## config.mk

```make
export PLATFORM = sky130hd
export DESIGN_NAME = sextium_mem_arbiter
export DESIGN_NICKNAME = d
export VERILOG_FILES = /design/src/rtl/sextium_mem_pkg.sv /design/src/rtl/sextium_rr_arb2.sv /design/src/rtl/sextium_mem_arbiter.sv
export SDC_FILE = /design/constraint.sdc
export NUM_CORES = 1
export LEC_CHECK = 0
export ABC_CLOCK_PERIOD_IN_PS = 4300
export CELL_PAD_IN_SITES_DETAIL_PLACEMENT = 1
export CELL_PAD_IN_SITES_GLOBAL_PLACEMENT = 1
export CORE_UTILIZATION = 33
export CTS_CLUSTER_DIAMETER = 120
export DETAILED_ROUTE_END_ITERATION = 8
export PLACE_DENSITY = 0.83
export SYNTH_ARGS = -nofsm -noshare
export SYNTH_HDL_FRONTEND = slang
export SYNTH_SLANG_ARGS = --single-unit
```

## constraint.sdc

```tcl
create_clock -name clock -period 4.3 [get_ports clock]
set_input_delay 1.29 -clock clock [delete_from_list [all_inputs] [get_ports clock]]
set_output_delay 1.29 -clock clock [all_outputs]
set_load 0.01 [all_outputs]
```

## src/rtl/sextium_mem_pkg.sv

```systemverilog
// Shared encodings for the sextium memory arbiter.
// States, port indices and op codes used across the arbiter slice.
package sextium_mem_pkg;

  typedef enum logic [1:0] {
    ST_IDLE   = 2'd0,
    ST_ACCESS = 2'd1,
    ST_DONE   = 2'd2
  } state_t;

  localparam logic PORT_C   = 1'b0;
  localparam logic PORT_D   = 1'b1;

  localparam logic OP_READ  = 1'b0;
  localparam logic OP_WRITE = 1'b1;

endpackage

```

## src/rtl/sextium_rr_arb2.sv

```systemverilog
// Two-way round-robin pick between the core and DMA ports.
// Purely combinational; the caller owns the last_grant register.
module sextium_rr_arb2
  import sextium_mem_pkg::*;
(
  input  logic req_c,
  input  logic req_d,
  input  logic last_grant,
  output logic valid,
  output logic winner
);

  always_comb begin
    valid  = req_c | req_d;
    winner = PORT_C;
    if (req_c && req_d) begin
      winner = ~last_grant;
    end else if (req_d) begin
      winner = PORT_D;
    end
  end

endmodule

```

## src/rtl/sextium_mem_arbiter.sv

```systemverilog
// Shares one fixed-wait-state async SRAM port between core and DMA.
// IDLE arbitrates, ACCESS holds strobes, DONE acks and turns the bus.
module sextium_mem_arbiter
  import sextium_mem_pkg::*;
#(
  parameter int WAIT_CYCLES = 2,
  parameter int AW          = 16,
  parameter int DW          = 16
) (
  input  logic          clock,
  input  logic          reset,
  input  logic          c_read,
  input  logic          c_write,
  input  logic [AW-1:0] c_addr,
  input  logic [DW-1:0] c_wdata,
  output logic [DW-1:0] c_rdata,
  output logic          c_ack,
  input  logic          d_read,
  input  logic          d_write,
  input  logic [AW-1:0] d_addr,
  input  logic [DW-1:0] d_wdata,
  output logic [DW-1:0] d_rdata,
  output logic          d_ack,
  output logic [AW-1:0] m_addr,
  output logic [DW-1:0] m_wdata,
  input  logic [DW-1:0] m_rdata,
  output logic          m_ce,
  output logic          m_oe,
  output logic          m_we,
  output logic          grant,
  output logic [1:0]    state
);

  localparam logic [3:0] CNT_INIT = 4'(WAIT_CYCLES - 1);

  state_t     st_q;
  state_t     st_nx;
  logic [3:0] cnt_q;
  logic       op_q;
  logic       grant_q;
  logic       last_q;
  logic       arb_valid;
  logic       arb_win;
  logic       cnt_zero;
  logic       in_access;

  sextium_rr_arb2 u_arb (
    .req_c      (c_read | c_write),
    .req_d      (d_read | d_write),
    .last_grant (last_q),
    .valid      (arb_valid),
    .winner     (arb_win)
  );

  assign cnt_zero  = (cnt_q == 4'd0);
  assign in_access = (st_q == ST_ACCESS);

  always_ff @(posedge clock or posedge reset) begin
    if (reset) begin
      st_q <= ST_IDLE;
    end else begin
      st_q <= st_nx;
    end
  end

  always_comb begin
    st_nx = ST_IDLE;
    case (st_q)
      ST_IDLE:   st_nx = arb_valid ? ST_ACCESS : ST_IDLE;
      ST_ACCESS: st_nx = cnt_zero ? ST_DONE : ST_ACCESS;
      ST_DONE:   st_nx = ST_IDLE;
      default:   st_nx = ST_IDLE;
    endcase
  end

  // last_q resets to D so the core wins the first contended pick
  always_ff @(posedge clock or posedge reset) begin
    if (reset) begin
      cnt_q   <= 4'd0;
      op_q    <= OP_READ;
      grant_q <= PORT_C;
      last_q  <= PORT_D;
      m_addr  <= '0;
      m_wdata <= '0;
      c_rdata <= '0;
      d_rdata <= '0;
    end else begin
      if (st_q == ST_IDLE && arb_valid) begin
        grant_q <= arb_win;
        last_q  <= arb_win;
        cnt_q   <= CNT_INIT;
        if (arb_win == PORT_D) begin
          m_addr  <= d_addr;
          m_wdata <= d_wdata;
          op_q    <= d_write ? OP_WRITE : OP_READ;
        end else begin
          m_addr  <= c_addr;
          m_wdata <= c_wdata;
          op_q    <= c_write ? OP_WRITE : OP_READ;
        end
      end
      if (in_access && !cnt_zero) begin
        cnt_q <= cnt_q - 4'd1;
      end
      if (in_access && cnt_zero && op_q == OP_READ) begin
        if (grant_q == PORT_D) begin
          d_rdata <= m_rdata;
        end else begin
          c_rdata <= m_rdata;
        end
      end
    end
  end

  assign m_ce  = in_access;
  assign m_oe  = in_access && (op_q == OP_READ);
  assign m_we  = in_access && (op_q == OP_WRITE);
  assign c_ack = (st_q == ST_DONE) && (grant_q == PORT_C);
  assign d_ack = (st_q == ST_DONE) && (grant_q == PORT_D);
  assign grant = grant_q;
  assign state = st_q;

endmodule
```

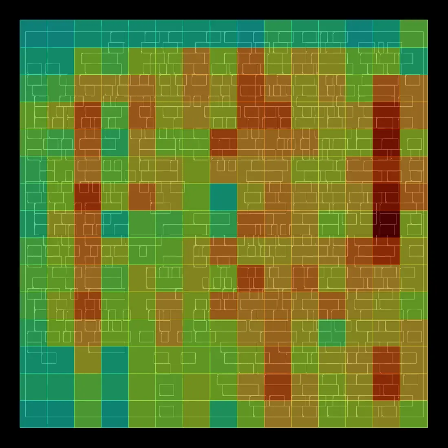
(images/final_congestion.png)
met2 Track Usage GR: 0.386
share of the core filled with cells: 0.536
met3 demand-to-capacity share in global routing: 0.0529
routing usage on met1: 0.274

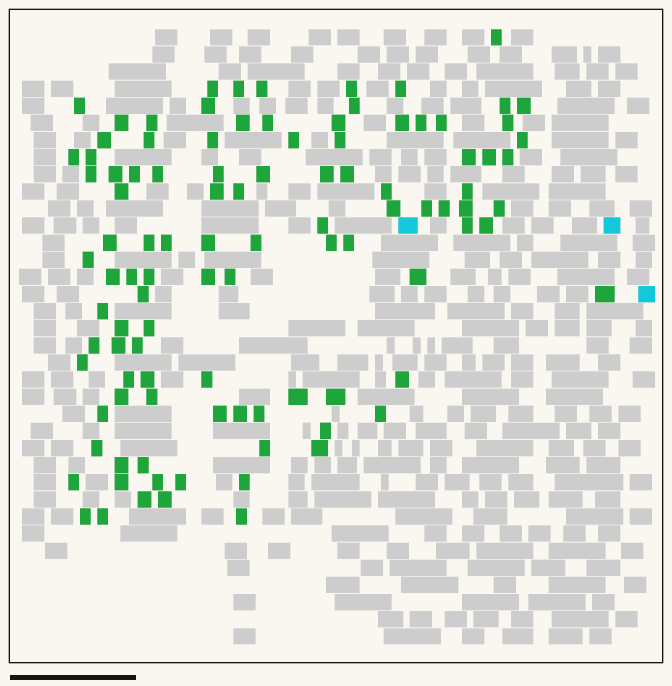
(images/gate_families.png)
Bar = 20 um.
[inverting AOI/OAI gates] green | cells: 104
[AND-OR and OR-AND gates] cyan | cells: 3

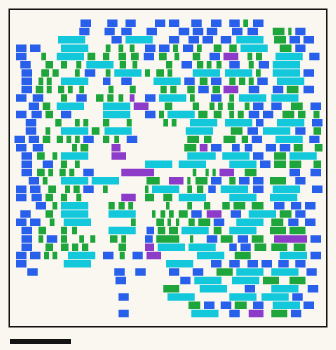
(images/cell_classes.png)
Bar = 20 um.
[all other logic] green | cells: 202
[other buffers and delay cells] blue | cells: 165
[flip-flops] cyan | cells: 73
[clock drivers and dummy loads] purple | cells: 16

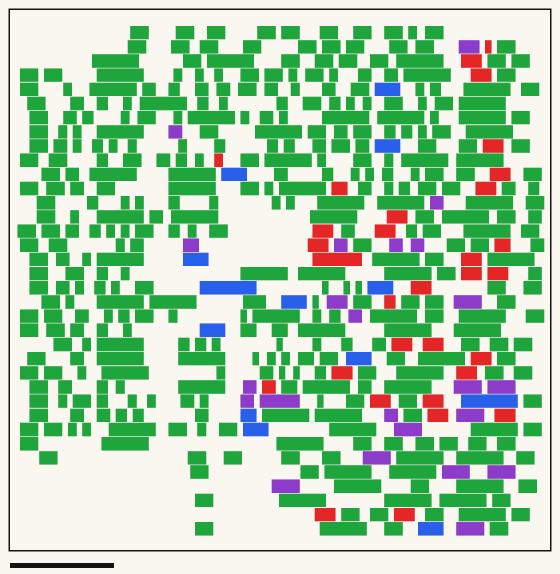
(images/drive_strength.png)
Bar = 20 um.
[drive 2] red | cells: 31 | share: 6.8%
[drive 6 and up] blue | cells: 13 | share: 2.9%
[drive 3 to 4] purple | cells: 23 | share: 5.0%
[drive 1 or less] green | cells: 389 | share: 85%

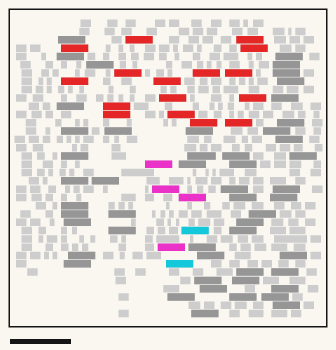
(images/registers.png)
Bar = 20 um.
[`m_addr`] red | sequential cells: 16
[`state`] cyan | sequential cells: 2
[`cnt_q`] magenta | sequential cells: 4 | where: centre

==> flow_results.org <==
#+TITLE: Flow metrics

** Setup path
- Type of the worst setup path :: reg2out
- Per the STA report, the cell with the highest stage delay on the worst path is clkdlybuf4s50_1.
- Looking at the critical path, the highest net fanout was 6.
- Reg-to-reg endpoint :: c_rdata[1]
- Walking the worst path, the cells encountered are nand2b_1 > inv_1 > and2_1 > clkdlybuf4s50_1.
- For the worst setup path, the data required time is 3010 ps.
- Worst Path Buf+Inv :: 2
- Type of element launching the critical path :: register

** Finish
- Sequential cell area share :: 0.344
- The final layout report lists a non-clock inverter count of 7.
- Largest contributor to cell area by class :: registers
- In the final design database the tool counted approximately 540 nets.
- The fraction of final cell area spent on clock buffers and inverters in this run is 0.0429.
- Leaving out fill and tap cells, the most frequent cell in the layout is clkdlybuf4s50_1.
- After filler insertion, the fill cell instance count of the layout stands at around 1100.
- The layout report lists the non-clock buffer share of cell area as 0.307.
- By instance count after routing, the leading logic cell types are clkdlybuf4s50_1, dfrtp_1, a21oi_1, o21ai_0, nand3b_1.
- Per the layout area report, the combinational fraction of cell area is 0.269.
- Buffers outside the clock class :: 165

** Synthesis
- Before any placement, the netlist area is recorded as 3410 um^2.
- Syn Inst Count :: about 300
- The share of the Yosys chip area taken by registers is 0.536.
- Sorting the Yosys area breakdown by cell type puts at the top dfrtp_1.
- Yosys warning count :: 0
- Yosys synthesis chip area :: 3410 um^2
- Counting flops with a built-in enable in the synthesized netlist gives 0.
- Per the post-synthesis report, the nets total a little under 400.
- The commonest cells after synthesis are dfrtp_1, a21oi_1, nand3b_1, o21ai_0, a31oi_1.
- Count leader, synth :: dfrtp_1
- By area the synthesized netlist is led by dfrtp_1, mux2_2, nand3b_1, a31oi_1, a21oi_1.
- Synth top area share :: 0.529

** Clock tree
- Maximum buffer depth of the clock tree :: 2
- Clock root buffer :: clkbuf_8
- Clock Sink Count :: 73
- TritonCTS built the clock tree.
- In this run, post-CTS repair resized a total of 0 instances.
- The number of hold buffers added after CTS was 0.
- Number of H-tree levels :: 3
- CTS Buf Count :: 9

** Power and ir drop
- Maximum VDD drop :: 0.303 mV
- Power dissipated in sequential cells :: 1.29 mW
- The flow reported a cell area power density of 729 nW/um^2.
- In this run the static leakage power is 2.10 nW.
- Sw Pwr :: 1.42 mW
- The power report attributes to the combinational group a share of 0.508.
- Part of the power in registers :: 0.334

** STA
- Hold Slack :: between 500 and 600 ps
- Count of endpoints failing hold in the final timing report :: 0
- At the pin with the least slew margin, the transition time is 1190 ps.
- Setup repair after global routing left no endpoint under its margin.
- Final Max Slew Viols :: 0

** Global route
- The via count of the first global-routing pass is between 3000 and 4000.
- Maximum number of pins on one net before global-route repair :: between 50 and 60
- Wire length of the first global-routing pass :: between 15000 and 20000 um
- Initial antenna violation count :: 0
- Global-route usage over all layers :: 0.224
- After global routing, the most crowded layer is met2.
- Summed over all layers, the global routing overflow is 0.

** Placement
- Number of input and output port buffers inserted :: 157
- Logged for this run, the post-placement worst setup slack is 811 ps.

** Worst hold path
- The launch point of the worst min-delay path is recorded as c_rdata[0].
- Hold Path Stages :: 1

** Drt
- Routed length on met1 :: 4960 um
- Per the detail_route report, DRC violations left total 0.
- In this run the top signal layer used is met4.

** Floorplanning
- Row generation in the floorplan step produced 36 rows.
- The die is 104 um tall.
- The chip occupies 10700 um^2.
- The core region is 9910 um^2.

** Job
- Number of warnings in the stage logs :: 26
- Maximum Capacitance Violations :: 0

** Outcome
- Run status :: finished, final reports clean
## worst max-delay path by stage
stage                     startpoint          to  cells after the start
after floorplan                reset  c_rdata[0]                      1
after global placement        d_read   m_addr[0]                      5
after detailed placement      d_read  m_wdata[7]                      5
after CTS                   state[1]        m_we                      4
after global routing        state[1]        m_we                      4
final                       state[1]        m_we                      4
## cells by family after synthesis
| kind of cell | after synthesis | share of synthesized area |
|---|---|---|
| compound gates | 107 | 0.175 |
| flops | 73 | 0.536 |
| simple gates | 52 | 0.110 |
| buf+inv | 35 | 0.0481 |
| mux | 34 | 0.123 |
| xor+xnor | 1 | 0.00257 |
| fa+ha+maj | 1 | 0.00367 |
## registers in the layout, indices dropped and copies added (netlist names)
signal	cells
d_rdata	16
state	2
cnt_q	4
m_wdata	16
last_q	1
grant	1
op_q	1
c_rdata	16
m_addr	16
Power and IR drop assume default switching activity.
